`src/rtl/exec_ctrl_slice.sv`:
```
// rtl/exec_ctrl_slice.sv - opcode decoder, add/sub ALU with flags, registered PC incrementer
module exec_ctrl_slice #(
  parameter int WIDTH = 8
) (
  input  logic             clock,
  input  logic             reset_n,
  input  logic [2:0]       opcode,
  input  logic [WIDTH-1:0] alu_a,
  input  logic [WIDTH-1:0] alu_b,
  input  logic             alu_op,
  input  logic [WIDTH-1:0] pc_in,
  output logic [WIDTH-1:0] alu_out,
  output logic             zero,
  output logic             carry,
  output logic             overflow,
  output logic [WIDTH-1:0] pc_next,
  output logic             ALU_Op,
  output logic             Reg_Dest,
  output logic             Reg_Write,
  output logic             Jump,
  output logic             Mem_Read,
  output logic             Mem_Write,
  output logic             Mem_to_Reg,
  output logic             imm_flag
);

  logic [7:0]       w_ctrl;
  logic [WIDTH:0]   w_sum;
  logic [WIDTH:0]   w_diff;
  logic             w_sa;
  logic             w_sb;
  logic             w_sr;
  logic [WIDTH-1:0] r_pc_next;

  // Strobe row order: ALU_Op, Reg_Dest, Reg_Write, Jump, Mem_Read, Mem_Write, Mem_to_Reg, imm_flag
  always_comb begin
    w_ctrl = 8'b0000_0000;
    case (opcode)
      3'b000:  w_ctrl = 8'b1110_0000;
      3'b001:  w_ctrl = 8'b0110_0000;
      3'b010:  w_ctrl = 8'b1010_0001;
      3'b011:  w_ctrl = 8'b1010_1011;
      3'b100:  w_ctrl = 8'b1000_0101;
      3'b101:  w_ctrl = 8'b0001_0000;
      default: w_ctrl = 8'b0000_0000;
    endcase
  end

  assign {ALU_Op, Reg_Dest, Reg_Write, Jump, Mem_Read, Mem_Write, Mem_to_Reg, imm_flag} = w_ctrl;

  // The extra top bit of the widened difference is the unsigned borrow.
  assign w_sum  = {1'b0, alu_a} + {1'b0, alu_b};
  assign w_diff = {1'b0, alu_a} - {1'b0, alu_b};
  assign w_sa   = alu_a[WIDTH-1];
  assign w_sb   = alu_b[WIDTH-1];
  assign w_sr   = alu_out[WIDTH-1];

  always_comb begin
    alu_out  = '0;
    carry    = 1'b0;
    overflow = 1'b0;
    if (alu_op) begin
      alu_out  = w_sum[WIDTH-1:0];
      carry    = w_sum[WIDTH];
      overflow = (w_sa == w_sb) && (w_sr != w_sa);
    end else begin
      alu_out  = w_diff[WIDTH-1:0];
      carry    = w_diff[WIDTH];
      overflow = (w_sa != w_sb) && (w_sr != w_sa);
    end
  end

  assign zero = (alu_out == '0);

  always_ff @(posedge clock) begin
    if (!reset_n) begin
      r_pc_next <= '0;
    end else begin
      r_pc_next <= pc_in + 1'b1;
    end
  end

  assign pc_next = r_pc_next;

endmodule

```
`config.mk`:
```
export PLATFORM = sky130hd
export DESIGN_NAME = exec_ctrl_slice
export DESIGN_NICKNAME = d
export VERILOG_FILES = /design/src/rtl/exec_ctrl_slice.sv
export SDC_FILE = /design/constraint.sdc
export NUM_CORES = 1
export LEC_CHECK = 0
export ABC_CLOCK_PERIOD_IN_PS = 6900
export CELL_PAD_IN_SITES_DETAIL_PLACEMENT = 2
export CELL_PAD_IN_SITES_GLOBAL_PLACEMENT = 2
export CORE_UTILIZATION = 23
export DETAILED_ROUTE_END_ITERATION = 12
export GPL_TIMING_DRIVEN = 0
export PLACE_DENSITY_LB_ADDON = 0.12
export SLEW_MARGIN = 15
export SYNTH_ARGS = -nofsm -noshare
export SYNTH_HDL_FRONTEND = slang
export SYNTH_SLANG_ARGS = --single-unit
```
`constraint.sdc`:
```
create_clock -name clock -period 6.9 [get_ports clock]
set_input_delay 1.38 -clock clock [delete_from_list [all_inputs] [get_ports clock]]
set_output_delay 1.38 -clock clock [all_outputs]
set_load 0.02 [all_outputs]
```
Fig. 1: run 1, local utilization
7 x 7 tiles, from white (low) to dark blue (high), 0 to 100% covered.
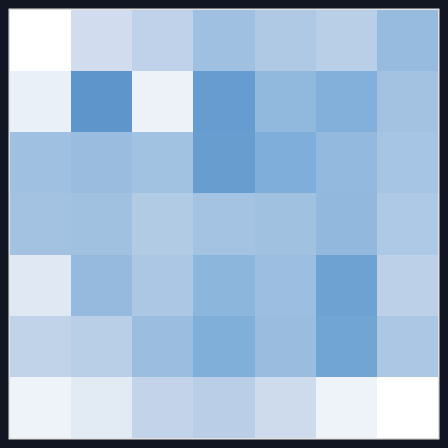
nearly empty tiles: 4.1%
mean over tiles: 33%
fullest tile: 59%
total core area: 4755 um^2
Pre-Place Util: 0.2405

Fig. 2: run 1, logic cells by family
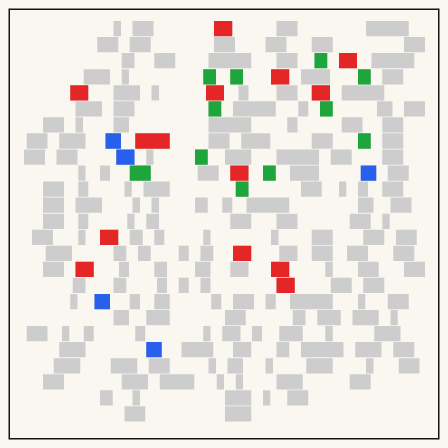
| color | family | cells |
|---|---|---|
| blue | AND-OR and OR-AND gates | 5 |
| green | AND and OR gates | 11 |
| red | XOR/XNOR gates | 13 |
logic share of the area: 0.4795
Finished Layout Cells: 265
dominant logic cell type in the layout: clkdlybuf4s50_1

Fig. 3: run 1, metal layers overlaid
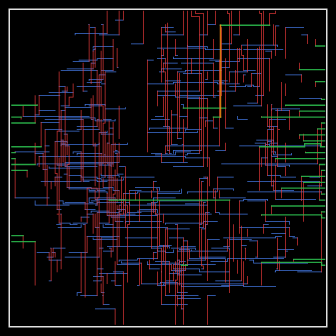
| color | layer | wire length |
|---|---|---|
| red | metal 2 | 1880 um |
| orange | metal 4 | 21.1 um |
| blue | metal 1 | 1590 um |
| green | metal 3 | 248 um |
WL/cell: 14.11 um
via count: 1215
routed wire length: 3.740 mm
total track usage: 0.1471

Fig. 4: run 1, routing congestion
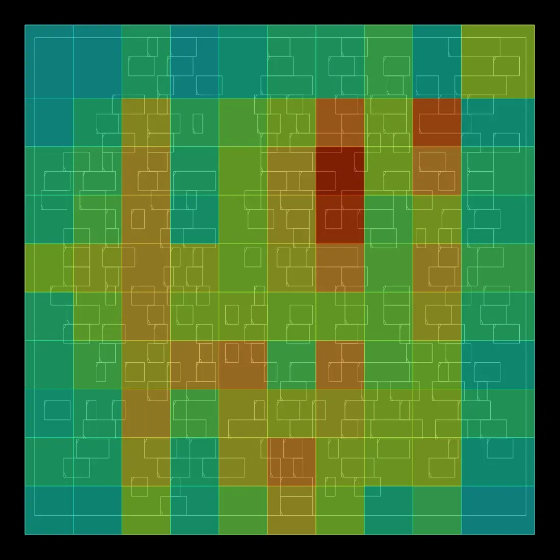
M1 GR Usage: 0.1769
Core Util, Final: 0.3847

==> ci_impl_report.md, run 1 <==
### Metrics collected by this job

| Metric | Value |
|---|---|
| Yosys Chip Area | `1144 um^2` |
| Initial antenna violation count | `0` |
| Synth area leaders | `ha_1 20%, dfxtp_1 14%, xnor2_1 6.1%` |
| Root Buffer | `clkbuf_8` |
| CP dominant cell by count | `clkdlybuf4s50_1` |
| Post-synth ARST share | `0` |
| Fill cells | `569` |
| Final hold slack | `1.774 ns` |
| Final HPWL DP | `between 3 and 4 mm` |
| Hold path endpoint | `pc_next[0]$_SDFF_PN0_` |
| Clk sinks | `8` |
| Rows | `25` |
| # port buffers | `56` |
| Die area | `5258 um^2` |
| Clock network power share | `0.215` |
| Peak Freq | `about 170 MHz` |
| Internal Power | `0.1627 mW` |
| Crit-path cells | `clkdlybuf4s50_1 > inv_1 > ha_1 > nor2b_1 > o21ai_0 > a221oi_1 > xor2_1 > nor4b_1 > nor4bb_1 > clkdlybuf4s50_1` |
| CTS tree | `built` |
| Synthesized registers | `8` |
| ANT cells | `0` |
| Grt ovf | `0` |
| IO Count | `roughly 57` |
| Mapped Nets | `189` |
| Yosys Instances | `139` |
| Switching pwr | `0.09452 mW` |
| Top post-synthesis cells by count | `18 x ha_1, 18 x inv_1, 8 x dfxtp_1, 8 x xnor2_1` |
| Worst hold start | `pc_in[0]` |
| Min-Delay Path Depth | `2` |
| Power, Total | `0.2573 mW` |
| Pre-CTS setup slack | `1.029 ns` |
| Worst setup SP type | `input pin` |
| Family with the most delay on the worst path | `buffers and inverters` |
| Finished Cell Area | `1829 um^2` |
| Via density | `4.585` |
| CP required | `5.52 ns` |
| CTS H-tree lvls | `1` |
| Logic area | `between 800 and 900 um^2` |
| Cells after DPL | `approximately 260` |
| Synth Cell Area | `1144 um^2` |
| Setup tns final | `0 ns` |
| Max-slew violations | `0` |
| Residual DRC count | `0` |
| Slew @ Worst Pin | `~0.44 ns` |
| Number of flops mapped to enable cells by yosys | `0` |
| # nets final | `250` |
| Area Growth Syn to Fin | `59.96%` |
| PwrDens | `between 100 and 150 nW/um^2` |
| HP Class | `input pin to flop` |
| Comb power frac | `0.589` |
| Post-cts resize count | `0` |
| CP max stage delay | `0.65 ns` |
| Num CTS Buffers | `3` |
| Synthesized area per cell | `8.227 um^2` |
| Critical path's slowest cell | `clkdlybuf4s50_1` |
| First-pass DRT Iterations | `4` |
| RSZ-0062 raised after global routing | `no` |
| Final Wtd Congestion | `0.7411` |
| Worst path buffer plus inverter count | `3` |
| Cell type with the largest total area | `ha_1` |
| Critical-path maximum fanout | `3` |
| Setup crit end kind | `primary output` |
| Die Y | `72.52 um` |
| Share of cells above drive strength 1 | `0.07071` |
| Cell Type Count | `around 43` |
| First-pass GRT wire length | `6.113 mm` |
| Log Warnings | `35` |
| Max-Cap Viols | `0` |
| Synth Seq Share | `0.1400` |
| DRT iter0 DRCs | `20` |
| Top-area cell share | `0.1969` |
| Syn Inst Count | `139` |
| Synth Warn # | `0` |
| Crit path time final | `~5.8 ns` |
| Largest net degree at the start of global routing | `11` |
| VDD IR max | `roughly 0.000057 V` |
| Sw frac | `0.3674` |
| Reg clk slew, reported paths | `0.04 ns` |
| CTS max path bufs | `2` |
| Dpl cell area | `1788 um^2` |
| Status | `completed` |
| Post-route ant nets | `0` |
| Worst Path Arrival | `4.44 ns` |
| Setup Buffers After CTS | `0` |
| CP Depth | `10` |
## run 1: how the worst max path moves through the flow
stage	start	to	slack (ns)
finish	alu_b[1]	zero	1.08
global route	alu_b[1]	zero	0.78
detailed placement	alu_b[1]	zero	1.03
global placement	alu_b[1]	zero	1.05
CTS	alu_b[1]	zero	1.01
floorplan	alu_a[0]	zero	1.98
## run 1: layout by cell type, fill, tap and decap left out, types with 5 or more instances in the layout
cell type        count
clkdlybuf4s50_1     56
inv_1               18
ha_1                18
xnor2_1              8
dfxtp_1              8
nor2_1               7
and2_1               7
nand3_1              5
o21ai_0              5
a31oi_1              5
a21oi_1              5
## run 1: power groups by stage
stage               logic (mW)  registers, mW  clock network [mW]
global route             0.165         0.0505              0.0614
CTS                      0.154         0.0504              0.0574
detailed placement       0.153         0.0511                   0
finish                   0.152         0.0503              0.0554
global placement         0.149         0.0510                   0
floorplan               0.0781         0.0551                   0
## run 1: area by class of cell
| cell class | count | area share |
|---|---|---|
| multi-input cells | 108 | 0.4795 |
| repair buffers | 56 | 0.3064 |
| flip-flops and latches | 8 | 0.08755 |
| well taps | 67 | 0.04583 |
| inverters | 19 | 0.03899 |
| clock buffers | 3 | 0.02257 |
| plain buffers | 4 | 0.01915 |
## run 1: logic make-up after synthesis
logic type	after synthesis	share of synthesized area
compound gates	30	0.1849
xor+xnor	13	0.1061
fa+ha+maj	20	0.2320
buf+inv	23	0.09299
flops	8	0.1400
mux	3	0.02735
simple gates	42	0.2166
## run 1: routing by layer
layer	up-vias	routed length (um)	GRT usage
li1	596	-	-
met1	571	1594	0.1769
met2	46	1877	0.2700
met3	2	247	0.02639
met4	0	21	0.03268
met5	-	0	0
Fig. 5: run 1, M2 wires
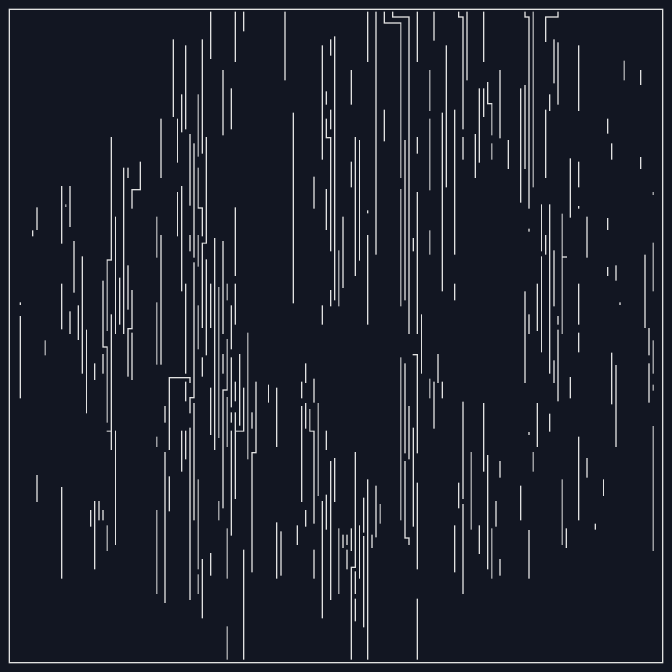

==> run 2: changes to the inputs <==
Settings changed: ABC_CLOCK_PERIOD_IN_PS 6900 to 5900, CORE_UTILIZATION 23 to 22.
Clock period 6.9 ns to 5.9 ns, I/O delays scaled along.
Fig. 6: run 2, M2 wires
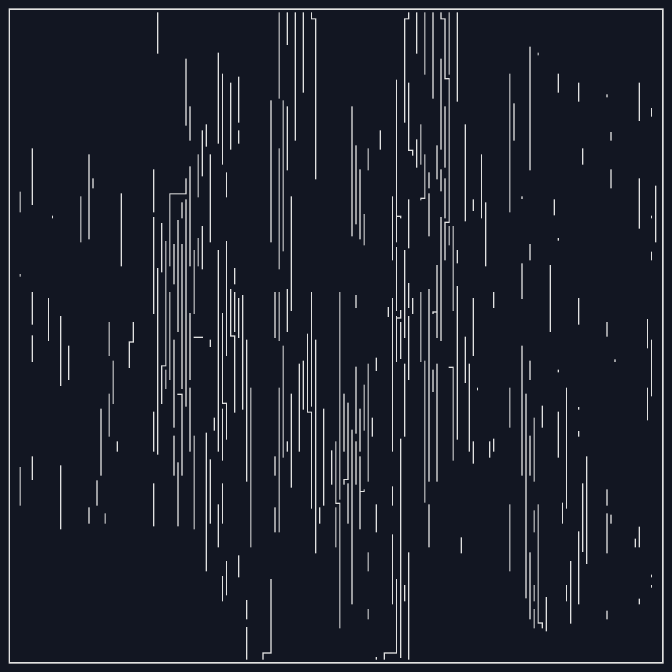
share of all routed wire: 50%
wire length on this layer: 1800 um
main direction: vertical
routed wire length: 3.606 mm
via count: 1201
met2 usage: 0.2616

==> ci_impl_report.md, run 2 <==
### Metrics collected by this job

| Metric | Value |
|---|---|
| CP required | `4.72 ns (-0.80 ns)` |
| Dpl cell area | `1788 um^2 (unchanged)` |
| Cell type with the largest total area | `ha_1` |
| CTS H-tree lvls | `1 (unchanged)` |
| Synthesized registers | `8 (unchanged)` |
| Pre-Place Util | `0.2359 (-0.004655)` |
| Post-route ant nets | `0 (unchanged)` |
| IO Count | `57 (unchanged)` |
| ANT cells | `0 (unchanged)` |
| Power, Total | `0.3031 mW (+18%)` |
| Worst setup SP type | `input pin` |
| Total track usage | `0.1364 (-0.01063)` |
| Slew @ Worst Pin | `0.3265 ns (-0.1167 ns)` |
| Area Growth Syn to Fin | `59.96% (unchanged)` |
| Num CTS Buffers | `3 (unchanged)` |
| Core Util, Final | `0.3773 (-0.007447)` |
| Die area | `5491 um^2 (+4.4%)` |
| Synth Cell Area | `1144 um^2 (unchanged)` |
| Status | `completed` |
| Root Buffer | `clkbuf_8` |
| # port buffers | `56 (unchanged)` |
| VDD IR max | `0.00005397 V (-5.4%)` |
| Share of cells above drive strength 1 | `0.07071 (unchanged)` |
| Fill cells | `542 (-4.7%)` |
| Residual DRC count | `0 (unchanged)` |
| Max-Cap Viols | `0 (unchanged)` |
| CP max stage delay | `0.67 ns (+0.02 ns)` |
| Die Y | `74.10 um (+2.2%)` |
| Worst path buffer plus inverter count | `3 (unchanged)` |
| CTS tree | `built` |
| Reg clk slew, reported paths | `0.04 ns (about the same)` |
| Via density | `4.532 (-1.2%)` |
| Top post-synthesis cells by count | `18 x ha_1, 18 x inv_1, 8 x dfxtp_1, 8 x xnor2_1` |
| Initial antenna violation count | `0 (unchanged)` |
| Total core area | `4848 um^2 (+2.0%)` |
| Family with the most delay on the worst path | `buffers and inverters` |
| Final Wtd Congestion | `0.7415 (about the same)` |
| WL/cell | `13.61 um (-3.6%)` |
| Critical-path maximum fanout | `3 (unchanged)` |
| Critical path's slowest cell | `clkdlybuf4s50_1` |
| CP dominant cell by count | `clkdlybuf4s50_1` |
| Finished Cell Area | `1829 um^2 (unchanged)` |
| Grt ovf | `0 (unchanged)` |
| Yosys Chip Area | `1144 um^2 (unchanged)` |
| Synthesized area per cell | `8.227 um^2 (unchanged)` |
| Cell Type Count | `43 (unchanged)` |
| Number of flops mapped to enable cells by yosys | `0 (unchanged)` |
| Final hold slack | `1.553 ns (-0.2208 ns)` |
| Post-synth ARST share | `0 (unchanged)` |
| Setup tns final | `0 ns (unchanged)` |
| RSZ-0062 raised after global routing | `no` |
| Max-slew violations | `0 (unchanged)` |
| First-pass DRT Iterations | `4 (unchanged)` |
| Mapped Nets | `189 (unchanged)` |
| Post-cts resize count | `0 (unchanged)` |
| Top Layout Cells | `56 x clkdlybuf4s50_1, 18 x inv_1, 18 x ha_1` |
| Log Warnings | `35 (unchanged)` |
| Setup crit end kind | `primary output` |
| Logic area | `877.1 um^2 (unchanged)` |
| Largest net degree at the start of global routing | `11 (unchanged)` |
| Final HPWL DP | `3.237 mm (+0.40%)` |
| Worst Path Arrival | `4.26 ns (-0.18 ns)` |
| Setup Buffers After CTS | `0 (unchanged)` |
| Peak Freq | `183.8 MHz` |
| Dominant logic cell type in the layout | `clkdlybuf4s50_1` |
| Synth Warn # | `0 (unchanged)` |
Fig. 7: run 2, logic cells by family
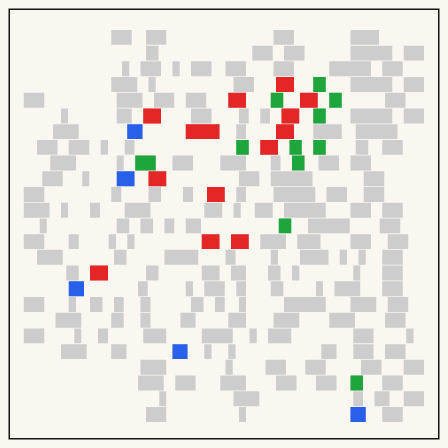
| color | family | cells |
|---|---|---|
| green | AND and OR gates | 11 |
| red | XOR/XNOR gates | 13 |
| blue | AND-OR and OR-AND gates | 5 |

## run 2: metal layers
metal	GRT usage	up-vias	routed length, um	share of wire
met5	0	-	0	0
met3	0.01355	3	202	0.056
met1	0.1595	565	1570	0.44
met2	0.2616	42	1794	0.50
li1	-	591	-	-
met4	0.03632	0	38	0.011
## run 2: per-stage QoR
step / std cells / worst slack, ns
3_3_place_gp: 262 / 0.4563
2_1_floorplan: 139 / 1.378
3_5_place_dp: 262 / 0.4473
5_1_grt: 265 / 0.2310
6_report: 265 / 0.4588
4_1_cts: 265 / 0.4336
## run 2: report_power, final
group | leakage (nW) | internal [mW] | switching (mW) | total, mW
clock network | 0.0216 | 0.0442 | 0.0220 | 0.0662
registers | 0.0667 | 0.0580 | 0.000833 | 0.0588
logic | 0.692 | 0.0884 | 0.0896 | 0.178
total | 0.780 | 0.191 | 0.112 | 0.303
## run 2: worst paths after layout
check | start | end | slack, ns | cells past startpoint
max | alu_b[1] | zero | 0.46 | 10
min | pc_in[0] | pc_next[0]$_SDFF_PN0_ | 1.55 | 2
## run 2: cell families (layout without fill, tap and decap cells)
family	count (synthesis)	count (layout)	synth area share
DFF	8	8	0.1400
buffers and inverters	23	82	0.09299
xor gates and xnor gates	13	13	0.1061
muxes	3	3	0.02735
and+or+nand+nor	42	42	0.2166
AOI/OAI and AO/OA	30	30	0.1849
adders and majority gates	20	20	0.2320
## run 2: cell type report
cell class | count | area share
Buffer | 4 | 0.01915
Sequential cell | 8 | 0.08755
Multi-Input combinational cell | 108 | 0.4795
Timing Repair Buffer | 56 | 0.3064
Clock buffer | 3 | 0.02257
Tap cell | 67 | 0.04583
Inverter | 19 | 0.03899
==> run 3: changes to the inputs <==
Settings changed: SLEW_MARGIN 15 to 25.
Fig. 8: run 3, local utilization
7 x 7 tiles, from white (low) to dark blue (high), 0 to 100% covered.
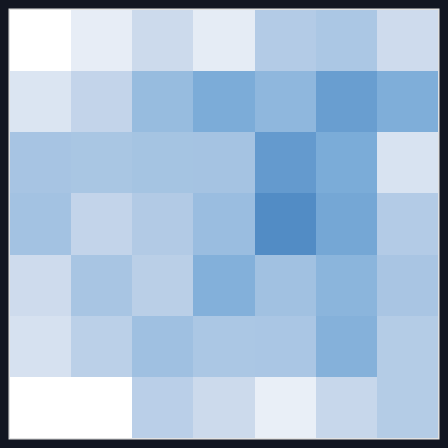
fullest tile: 63%
nearly empty tiles: 6.1%
mean over tiles: 32%
total core area: 4848 um^2
Core Util, Final: 0.3773
Pre-Place Util: 0.2359

==> ci_impl_report.md, run 3 <==
### Metrics collected by this job

| Metric | Value |
|---|---|
| Top Layout Cells | `56 x clkdlybuf4s50_1, 18 x inv_1, 18 x ha_1` |
| Die Y | `74.10 um (unchanged)` |
| Status | `completed` |
| Flop pwr share | `0.194 (about the same)` |
| Setup crit start | `alu_b[1]` |
| First-pass DRT Iterations | `4 (unchanged)` |
| IO Count | `57 (unchanged)` |
| Synthesized area per cell | `8.227 um^2 (unchanged)` |
| Setup tns final | `0 ns (unchanged)` |
| Final HPWL DP | `3.237 mm (unchanged)` |
| Critical path's slowest cell | `clkdlybuf4s50_1` |
| Sw frac | `0.3711 (unchanged)` |
| Via count | `1201 (unchanged)` |
| Share of cells above drive strength 1 | `0.07071 (unchanged)` |
| Synth Warn # | `0 (unchanged)` |
| Worst hold start | `pc_in[0]` |
| Xor/xnor share | `0.1061 (unchanged)` |
| Worst setup SP type | `input pin` |
| Final hold slack | `1.553 ns (unchanged)` |
| VDD IR max | `0.00005397 V (unchanged)` |
| Cell type with the largest total area | `ha_1` |
| Comb power frac | `0.588 (about the same)` |
| WL/cell | `13.61 um (unchanged)` |
| CP dominant cell by count | `clkdlybuf4s50_1` |
| ANT cells | `0 (unchanged)` |
| Final Wtd Congestion | `0.7415 (unchanged)` |
| CP max stage delay | `0.67 ns (about the same)` |
| Largest net degree at the start of global routing | `11 (unchanged)` |
| Grt ovf | `0 (unchanged)` |
| Via density | `4.532 (unchanged)` |
| Clock network power share | `0.218 (about the same)` |
| Post-route ant nets | `0 (unchanged)` |
| Routed wire length | `3.606 mm (unchanged)` |
| Die area | `5491 um^2 (unchanged)` |
| Yosys Chip Area | `1144 um^2 (unchanged)` |
| Max-slew violations | `0 (unchanged)` |
| Setup Buffers After CTS | `0 (unchanged)` |
| Dominant logic cell type in the layout | `clkdlybuf4s50_1` |
| Initial antenna violation count | `0 (unchanged)` |
| AO/OA Area Share | `0.1849 (unchanged)` |
| Number of flops mapped to enable cells by yosys | `0 (unchanged)` |
| Num CTS Buffers | `3 (unchanged)` |
| CTS H-tree lvls | `1 (unchanged)` |
| Peak Freq | `183.8 MHz (unchanged)` |
| Max-Cap Viols | `0 (unchanged)` |
| Reg clk slew, reported paths | `0.04 ns (about the same)` |
| Root Buffer | `clkbuf_8` |
| Total track usage | `0.1364 (unchanged)` |
| Synth Cell Area | `1144 um^2 (unchanged)` |
Fig. 9: run 3, M2 wires
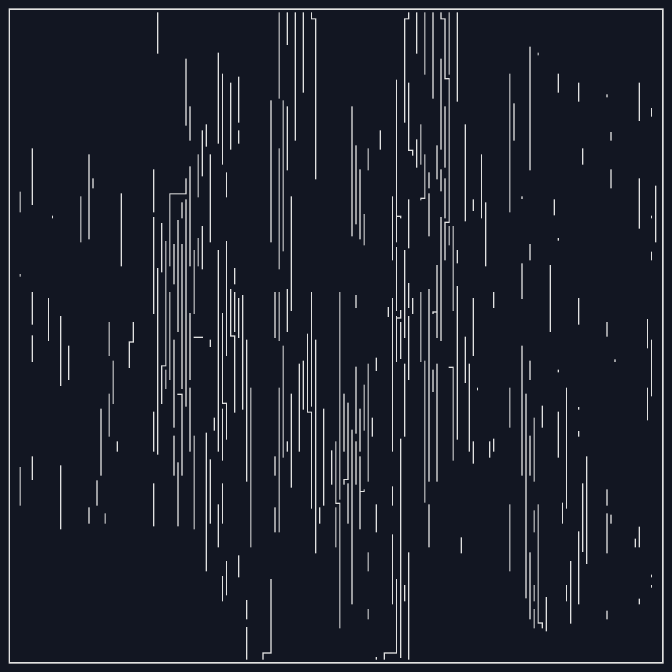
main direction: vertical
share of all routed wire: 50%
nets with wire on the layer: 228

-- run 3: routing by layer --
metal | global-route usage | part of all wire
met5 | 0 | 0
met4 | 0.03632 | 0.011
met3 | 0.01355 | 0.056
met2 | 0.2616 | 0.50
met1 | 0.1595 | 0.44
-- run 3: layout make-up --
type / count / area [um^2]
buffer: 4 / 35.03
clock buffer: 3 / 41.29
fill: 542 / 3019
inverter: 19 / 71.32
multi-input combinational: 108 / 877.1
sequential: 8 / 160.2
tap: 67 / 83.83
timing repair buffer: 56 / 560.5
-- run 3: through the flow --
| stage | utilization | cells | worst slack [ns] | instance area, um^2 |
|---|---|---|---|---|
| 6_report | 0.3773 | 265 | 0.4588 | 1829 |
| 5_1_grt | 0.3773 | 265 | 0.2310 | 1829 |
| 4_1_cts | 0.3773 | 265 | 0.4336 | 1829 |
| 3_5_place_dp | 0.3688 | 262 | 0.4473 | 1788 |
| 3_3_place_gp | 0.3688 | 262 | 0.4563 | 1788 |
| 2_1_floorplan | - | 139 | 1.378 | 1144 |
-- run 3: power by group through the flow --
stage | registers, mW | clock network, mW | logic, mW
finish | 0.0588 | 0.0662 | 0.178
global route | 0.0590 | 0.0694 | 0.193
global placement | 0.0596 | 0 | 0.175
CTS | 0.0589 | 0.0687 | 0.181
floorplan | 0.0644 | 0 | 0.0913
detailed placement | 0.0598 | 0 | 0.180
-- run 3: final timing paths --
kind | end | slack, ns | cells after the start
worst max-delay path | zero | 0.46 | 10
worst min-delay path | pc_next[0]$_SDFF_PN0_ | 1.55 | 2
Power and IR drop assume default switching activity.
